Fig. 1: run 1, cell density map
(6 px per um) The die is cut into 11 by 11 equal tiles; dark blue is low, red is high, 0 to 100% covered.
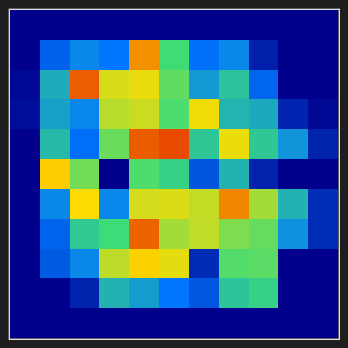
Fig. 2: run 1, port wiring
(4 px per um)
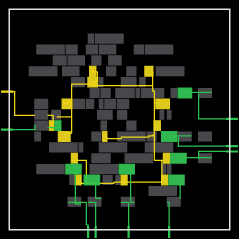
Fig. 3: run 1, cells colored by class
(6 px per um)
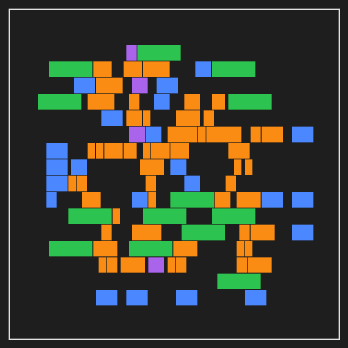
**config.mk**
```make
export PLATFORM = sky130hd
export DESIGN_NAME = piso_serializer
export DESIGN_NICKNAME = d
export VERILOG_FILES = /design/src/rtl/piso_serializer.sv
export SDC_FILE = /design/constraint.sdc
export NUM_CORES = 1
export LEC_CHECK = 0
export CORE_MARGIN = 4
export CORE_UTILIZATION = 30
export CTS_CLUSTER_DIAMETER = 150
export DETAILED_ROUTE_END_ITERATION = 6
export HOLD_SLACK_MARGIN = 0.08
export PLACE_DENSITY = 0.5
export SYNTH_ARGS = -nofsm -noshare
export SYNTH_HDL_FRONTEND = slang
export SYNTH_SLANG_ARGS = --single-unit
```
**constraint.sdc**
```tcl
create_clock -name clk -period 1.9 [get_ports clk]
set_input_delay 0.38 -clock clk [delete_from_list [all_inputs] [get_ports clk]]
set_output_delay 0.38 -clock clk [all_outputs]
set_load 0.02 [all_outputs]
```
**src/rtl/piso_serializer.sv**
```systemverilog
// rtl/piso_serializer.sv - parallel-in/serial-out transmitter, MSB first, one bit per shift_en strobe
module piso_serializer #(
    parameter int   WIDTH      = 8,
    parameter int   GAP_CYCLES = 0,
    parameter logic IDLE_LEVEL = 1'b0
) (
    input  logic             clk,
    input  logic             rst,
    input  logic [WIDTH-1:0] in_data,
    input  logic             in_valid,
    output logic             in_ready,
    input  logic             shift_en,
    output logic             serial_out,
    output logic             frame_valid,
    output logic             done
);

    localparam int BW = $clog2(WIDTH);
    localparam int GW = (GAP_CYCLES > 0) ? $clog2(GAP_CYCLES + 1) : 1;
    localparam logic [BW-1:0] LAST_BIT = BW'(WIDTH - 1);
    localparam logic [GW-1:0] LAST_GAP = (GAP_CYCLES > 0) ? GW'(GAP_CYCLES - 1) : '0;

    typedef enum logic [1:0] {
        S_IDLE,
        S_SHIFT,
        S_GAP
    } state_t;

    state_t           state, state_nx;
    logic [WIDTH-1:0] shreg, shreg_nx;
    logic [BW-1:0]    bit_cnt, bit_cnt_nx;
    logic [GW-1:0]    gap_cnt, gap_cnt_nx;
    logic             done_nx;
    logic             ready_raw;

    always_ff @(posedge clk) begin
        if (rst) begin
            state   <= S_IDLE;
            shreg   <= '0;
            bit_cnt <= '0;
            gap_cnt <= '0;
            done    <= 1'b0;
        end else begin
            state   <= state_nx;
            shreg   <= shreg_nx;
            bit_cnt <= bit_cnt_nx;
            gap_cnt <= gap_cnt_nx;
            done    <= done_nx;
        end
    end

    always_comb begin
        state_nx   = state;
        shreg_nx   = shreg;
        bit_cnt_nx = bit_cnt;
        gap_cnt_nx = gap_cnt;
        done_nx    = 1'b0;
        ready_raw  = 1'b0;
        case (state)
            S_IDLE: begin
                ready_raw = 1'b1;
                if (in_valid) begin
                    shreg_nx   = in_data;
                    bit_cnt_nx = '0;
                    state_nx   = S_SHIFT;
                end
            end
            S_SHIFT: begin
                if (shift_en) begin
                    if (bit_cnt != LAST_BIT) begin
                        shreg_nx   = shreg << 1;
                        bit_cnt_nx = bit_cnt + 1'b1;
                    end else begin
                        done_nx = 1'b1;
                        if (GAP_CYCLES > 0) begin
                            state_nx   = S_GAP;
                            gap_cnt_nx = '0;
                        end else begin
                            // Streaming: take the next word on the last strobe so no bit time is lost
                            ready_raw = 1'b1;
                            if (in_valid) begin
                                shreg_nx   = in_data;
                                bit_cnt_nx = '0;
                            end else begin
                                state_nx = S_IDLE;
                            end
                        end
                    end
                end
            end
            S_GAP: begin
                if (shift_en) begin
                    if (gap_cnt == LAST_GAP) begin
                        state_nx = S_IDLE;
                    end else begin
                        gap_cnt_nx = gap_cnt + 1'b1;
                    end
                end
            end
            default: state_nx = S_IDLE;
        endcase
    end

    assign in_ready    = ready_raw & ~rst;
    assign frame_valid = (state == S_SHIFT);
    assign serial_out  = (state == S_SHIFT) ? shreg[WIDTH-1] : IDLE_LEVEL;

endmodule
```
==> GITHUB_STEP_SUMMARY, run 1 <==
## Synthesis and layout report

| Metric | Value |
|---|---|
| Status | `finished clean` |
| Placed insts | `about 110` |
| CORE AREA | `a little over 0.002 sq mm` |
| Max-Cap Viols | `0` |
| Critical Path End | `frame_valid` |
| FF-to-FF path depth | `6` |
| Tap cells | `27` |
| Layout Cells excl Fill | `around 120` |
| Worst hold path startpoint | `bit_cnt[1]` |
| CP Class | `reg2out` |
| Num ports | `16` |
| Top cell excl fill/tap | `clkdlybuf4s50_1` |
| Library cells used by synthesis | `27` |
| CP startpoint | `state[0]` |
| Synth Instances | `67` |
| Fillers | `205` |
| Clock buffer count from CTS | `3` |
| Clock buffer depth | `2` |
| Reg area | `around 260 sq um` |
| Multi-input gate area | `roughly 360 sq um` |
| Gpl congestion | `roughly 0.71` |
| Inverters, non-clock | `8` |
| Clk cell area share | `under 10%` |
| Cell Chain, Critical Path | `buf_4 > clkdlybuf4s50_1` |
| Flops | `13` |
| Largest net degree at the start of global routing | `15` |
| Cell area leaders | `dfxtp_1 40%, o221a_1 10%, a21oi_1 6.1%` |
| Die Y | `approximately 55 um` |
| Ant diodes | `0` |
| Root Buffer | `clkbuf_4` |
| Combinational gate count | `~44` |
| Routed vias | `about 560` |
| WL per Instance | `12.2 um` |
| Final Setup Violations | `0` |
| Layout buffering overhead excluding clock cells | `approximately 22%` |
## Picture notes: Fig. 1
emptiest ninth of the die	north-east
fullest tile	92%
tiles over 75% full	6.6%

## Picture notes: Fig. 2
color	port	bits	direction	edge	end cells	wire
green	in_data	8	input	4 south, 3 east, 1 west	8	132 um
yellow	rst	1	input	west	15	137 um

## Picture notes: Fig. 3
color	class	cells
green	flops	13
blue	other buffers and delay cells	22
orange	all other logic	52
purple	clock drivers and dummy loads	4

==> run 1: sequential cells by signal, summed over array words and instances, names as in the netlist <==
signal	flops
shreg	8
bit_cnt	3
done	1
state	1
==> run 1: per-stage QoR <==
step / utilization [%] / hold WS [ps] / cell area [sq um]
3_3_place_gp: 43.3 / 465 / 876
3_5_place_dp: 43.3 / 471 / 876
2_1_floorplan: - / 446 / 656
5_1_grt: 44.8 / 515 / 906
6_report: 44.8 / 491 / 906
4_1_cts: 44.8 / 491 / 906
==> run 1: Yosys cell counts (2+ instances only) <==
cell and instances:
a21oi_1 8, o221a_1 6, a22o_1 3, ha_1 3, nor2_1 4, inv_1 8, nand2_1 2, dfxtp_1 13
nand3_1 2
==> run 1: what timing repair did <==
| item | CTS | global route |
|---|---|---|
| setup buffers | 1 | 0 |
| hold buffers | 0 | 0 |
| gates resized | 4 | 0 |
| setup endpoints to repair | 1 | 0 |
==> run 1: worst max-delay path, delay by kind of cell (launching register included) <==
kind | cells | cell delay (ps)
buffers and inverters | 2 | 790
flip-flops | 1 | 360
==> run 1: logic make-up after synthesis <==
family	Yosys count	synth area share (%)
multiplexers	1	1.53
buffers and inverters	10	5.91
flip-flops	13	39.7
adder cells (fa/ha/maj)	3	5.73
AND/OR/NAND/NOR	18	18.7
AND-OR/OR-AND	22	28.4
==> run 1: metal layers <==
layer	wire length [um]	share of wire (%)	vias to the layer above	GRT usage (%)
li1	-	-	295	-
met1	796	55	242	15.1
met2	510	36	14	14.4
met3	89	6.2	5	2.72
met4	39	2.7	0	8.71
met5	0	0	-	0
==> run 1: report_power, final <==
group          internal [mW]  switching [mW]
logic                 0.0675          0.0557
registers              0.291         0.00918
clock network         0.0782          0.0986
total                  0.437           0.163
Fig. 4: run 1, cell outlines without signal wires
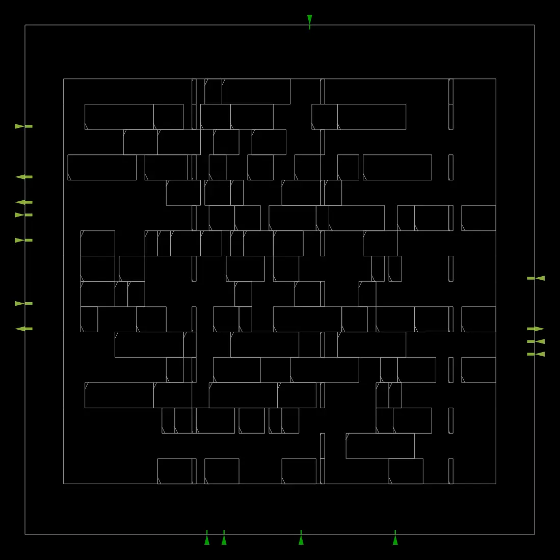

==> run 2, diff against run 1 <==
Settings changed: CAP_MARGIN from default to 10, CORE_UTILIZATION 30 to 25, PLACE_DENSITY 0.5 to 0.43.
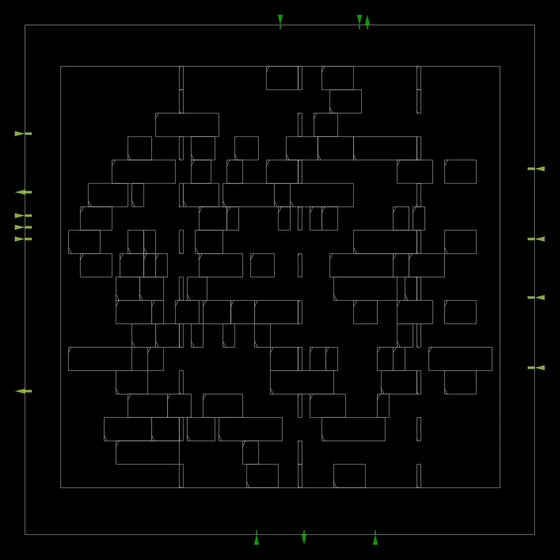
Fig. 5. Cell outlines without signal wires (run 2).
CORE AREA: 0.00250 sq mm
Layout Cells excl Fill: 122
Fillers: 262
fin util: 36.8%
tap cells: 30

==> GITHUB_STEP_SUMMARY, run 2 <==
## Synthesis and layout report

| Metric | Value |
|---|---|
| Status | `finished clean` |
| Reg area | `260 sq um (unchanged)` |
| Max reg flops | `8 (unchanged)` |
| Xor+xnor area frac | `0% (unchanged)` |
| FF-to-FF path depth | `6 (unchanged)` |
| Clk cell area share | `2.85% (-0.19 points)` |
| WL per Instance | `13.3 um (+9.2%)` |
| Routed vias | `574 (+3.2%)` |
| Placed insts | `117 (+3.5%)` |
| Switching Fraction | `27.4% (+0.19 points)` |
| Synth Instances | `67 (unchanged)` |
| Resized Gates After CTS | `4 (unchanged)` |
| Clock buffer count from CTS | `3 (unchanged)` |
| Int Power | `440 uW (+0.76%)` |
| Worst hold path startpoint | `shreg[0]` |
| Complex Gates by Area | `28.4% (unchanged)` |
| Die Y | `59.2 um (+8.1%)` |
| Cell area leaders | `dfxtp_1 40%, o221a_1 10%, a21oi_1 6.1%` |
| Gpl congestion | `0.756 (+6.1%)` |
| Ant diodes | `0 (unchanged)` |
| Clock buffer depth | `2 (unchanged)` |
| Combinational gate count | `44 (unchanged)` |
| Synth mux share | `1.53% (unchanged)` |
| Combinational share of power | `20.6% (about the same)` |
| Layout buffering overhead excluding clock cells | `22.6% (+0.73 points)` |
| Yosys simple share | `18.7% (unchanged)` |
| Biggest regs | `shreg x8, bit_cnt x3` |
| CP Class | `reg2out` |
| Max-Cap Viols | `0 (unchanged)` |
-- run 2: cell counts after synthesis --
No cell type changed its count.
-- run 2: worst max-delay path by stage --
stage,to,cells after the start,from
6_report,serial_out,2,state[0]
5_1_grt,in_ready,5,bit_cnt[0]
4_1_cts,frame_valid,2,state[0]
3_5_place_dp,in_ready,4,shift_en
3_3_place_gp,in_ready,4,shift_en
2_1_floorplan,shreg[6],5,bit_cnt[0]
-- run 2: stage by stage --
| step | utilization (%) | power, mW | area [sq um] | hold slack (ps) |
|---|---|---|---|---|
| floorplan | - | 0.372 | 656 | 446 |
| global placement | 35.5 | 0.432 | 887 | 467 |
| detailed placement | 35.5 | 0.434 | 887 | 467 |
| CTS | 36.3 | 0.618 | 908 | 489 |
| global route | 36.8 | 0.645 | 921 | 523 |
| finish | 36.8 | 0.606 | 921 | 487 |
-- run 2: critical path, stage by stage (launching register included) --
cell             delay [ps]
dfxtp_1                 380
and2_2                  150
clkdlybuf4s50_1         590
-- run 2: per-layer routing --
| layer | track usage, % | part of all wire [%] | wire, um | up-vias |
|---|---|---|---|---|
| met5 | 0 | 0 | 0 | - |
| met4 | 2.91 | 0.93 | 15 | 0 |
| met3 | 4.36 | 5.9 | 95 | 2 |
| met2 | 16.8 | 46 | 741 | 10 |
| met1 | 13.2 | 47 | 769 | 266 |
| li1 | - | - | - | 296 |
-- run 2: power groups by stage --
stage / Clock (mW) / Sequential, mW / Combinational [mW]
finish: 0.180 / 0.301 / 0.125
global route: 0.204 / 0.303 / 0.138
CTS: 0.191 / 0.302 / 0.125
detailed placement: 0 / 0.308 / 0.126
global placement: 0 / 0.307 / 0.125
floorplan: 0 / 0.309 / 0.0637
==> run 3, diff against run 2 <==
Settings changed: CTS_CLUSTER_DIAMETER 150 to 200.
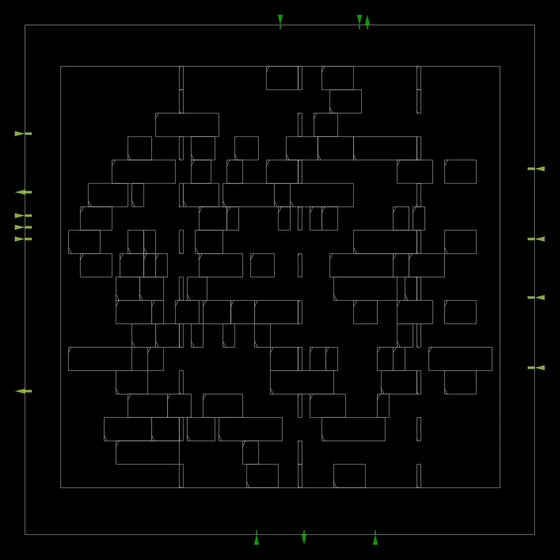
Fig. 6. Cell outlines without signal wires (run 3).
flop share of the area: 28.3%
Rows: 18

==> GITHUB_STEP_SUMMARY, run 3 <==
## Synthesis and layout report

| Metric | Value |
|---|---|
| Reg area | `260 sq um (unchanged)` |
| Routed vias | `574 (unchanged)` |
| Cell Chain, Critical Path | `and2_2 > clkdlybuf4s50_1` |
| Design area | `921 sq um (unchanged)` |
| CP max-delay cell | `clkdlybuf4s50_1` |
| Clock buffer depth | `2 (unchanged)` |
| Gpl congestion | `0.756 (unchanged)` |
| DP Area | `887 sq um (unchanged)` |
| Status | `finished clean` |
| Synth Instances | `67 (unchanged)` |
| Fillers | `262 (unchanged)` |
| Max reg flops | `8 (unchanged)` |
| Fin Hold WS | `487 ps (unchanged)` |
| CP Class | `reg2out` |
| Layout Cells excl Fill | `122 (unchanged)` |
| WL per Instance | `13.3 um (unchanged)` |
| Ant diodes | `0 (unchanged)` |
| Placed insts | `117 (unchanged)` |
| Fin util | `36.8% (unchanged)` |
| Die Y | `59.2 um (unchanged)` |
| Max-Cap Viols | `0 (unchanged)` |
| Worst hold path startpoint | `shreg[0]` |
[run 3: cell counts after synthesis]
Identical to the previous run, type by type.
[run 3: area by class of cell]
class,count,area share [%]
clock buffers,4,2.85
inverters,8,3.26
multi-input cells,44,39.0
flip-flops and latches,13,28.3
well taps,30,4.08
repair buffers,23,22.6
[run 3: per-layer routing]
metal	part of all wire, %	track usage, %	vias to the layer above
met5	0	0	-
met4	0.93	2.91	0
met3	5.9	4.36	2
met2	46	16.8	10
met1	47	13.2	266
li1	-	-	296
[run 3: power by group]
| part | internal [mW] | switching [mW] | total [mW] |
|---|---|---|---|
| clock network | 0.0814 | 0.0987 | 0.180 |
| logic | 0.0676 | 0.0572 | 0.125 |
| registers | 0.291 | 0.0104 | 0.301 |
| total | 0.440 | 0.166 | 0.606 |
[run 3: worst max path at each step]
stage | from | endpoint | slack, ps | cells past startpoint
4_1_cts | state[0] | frame_valid | 30 | 2
3_3_place_gp | shift_en | in_ready | -190 | 4
3_5_place_dp | shift_en | in_ready | -200 | 4
6_report | state[0] | serial_out | 120 | 2
2_1_floorplan | bit_cnt[0] | shreg[6] | 450 | 5
5_1_grt | bit_cnt[0] | in_ready | 30 | 5
[run 3: cells by family after synthesis]
family | count (synthesis) | synth area share, %
flip-flops | 13 | 39.7
buffers and inverters | 10 | 5.91
AND-OR/OR-AND | 22 | 28.4
AND/OR/NAND/NOR | 18 | 18.7
multiplexers | 1 | 1.53
adder cells (fa/ha/maj) | 3 | 5.73
[run 3: what timing repair did]
item                                    CTS  global route
cloned                                    0             0
buffers inserted                          0             1
hold buffers                              0             0
endpoints found under the setup margin    1             2
pin swaps                                 0             1
resized                                   4             2
[run 3: critical path, delay by kind of cell (launching register included)]
family	cells	cell delay (ps)
AND/OR/NAND/NOR	1	150
flip-flops	1	380
buffers and inverters	1	590

==> gallery <==
Metal 1.
(8 px per um) Supply wires on this layer in gray.
Plate I
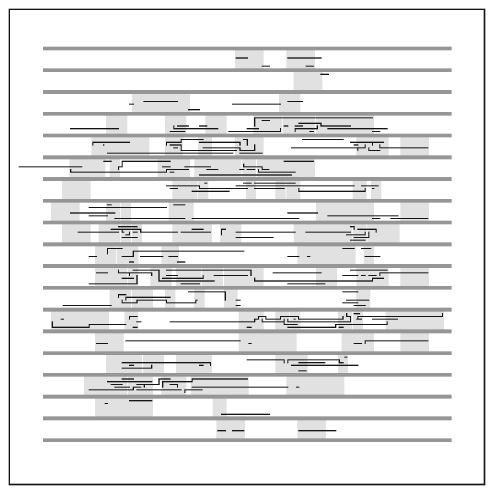
Plate II
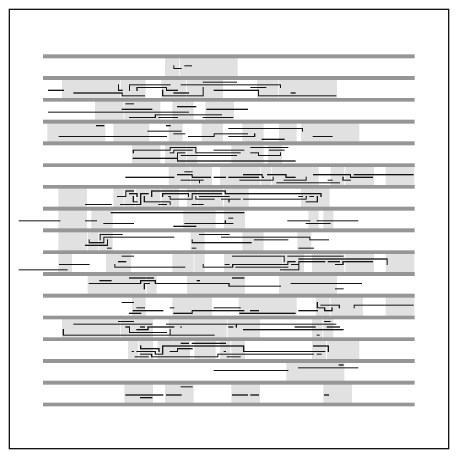
- Plate I = run 3
- Plate II = run 1
Of these, largest die: Plate I

Key to Plate I:
share of all routed wire	47%
wire length on this layer	770 um

Power and IR drop assume default switching activity.
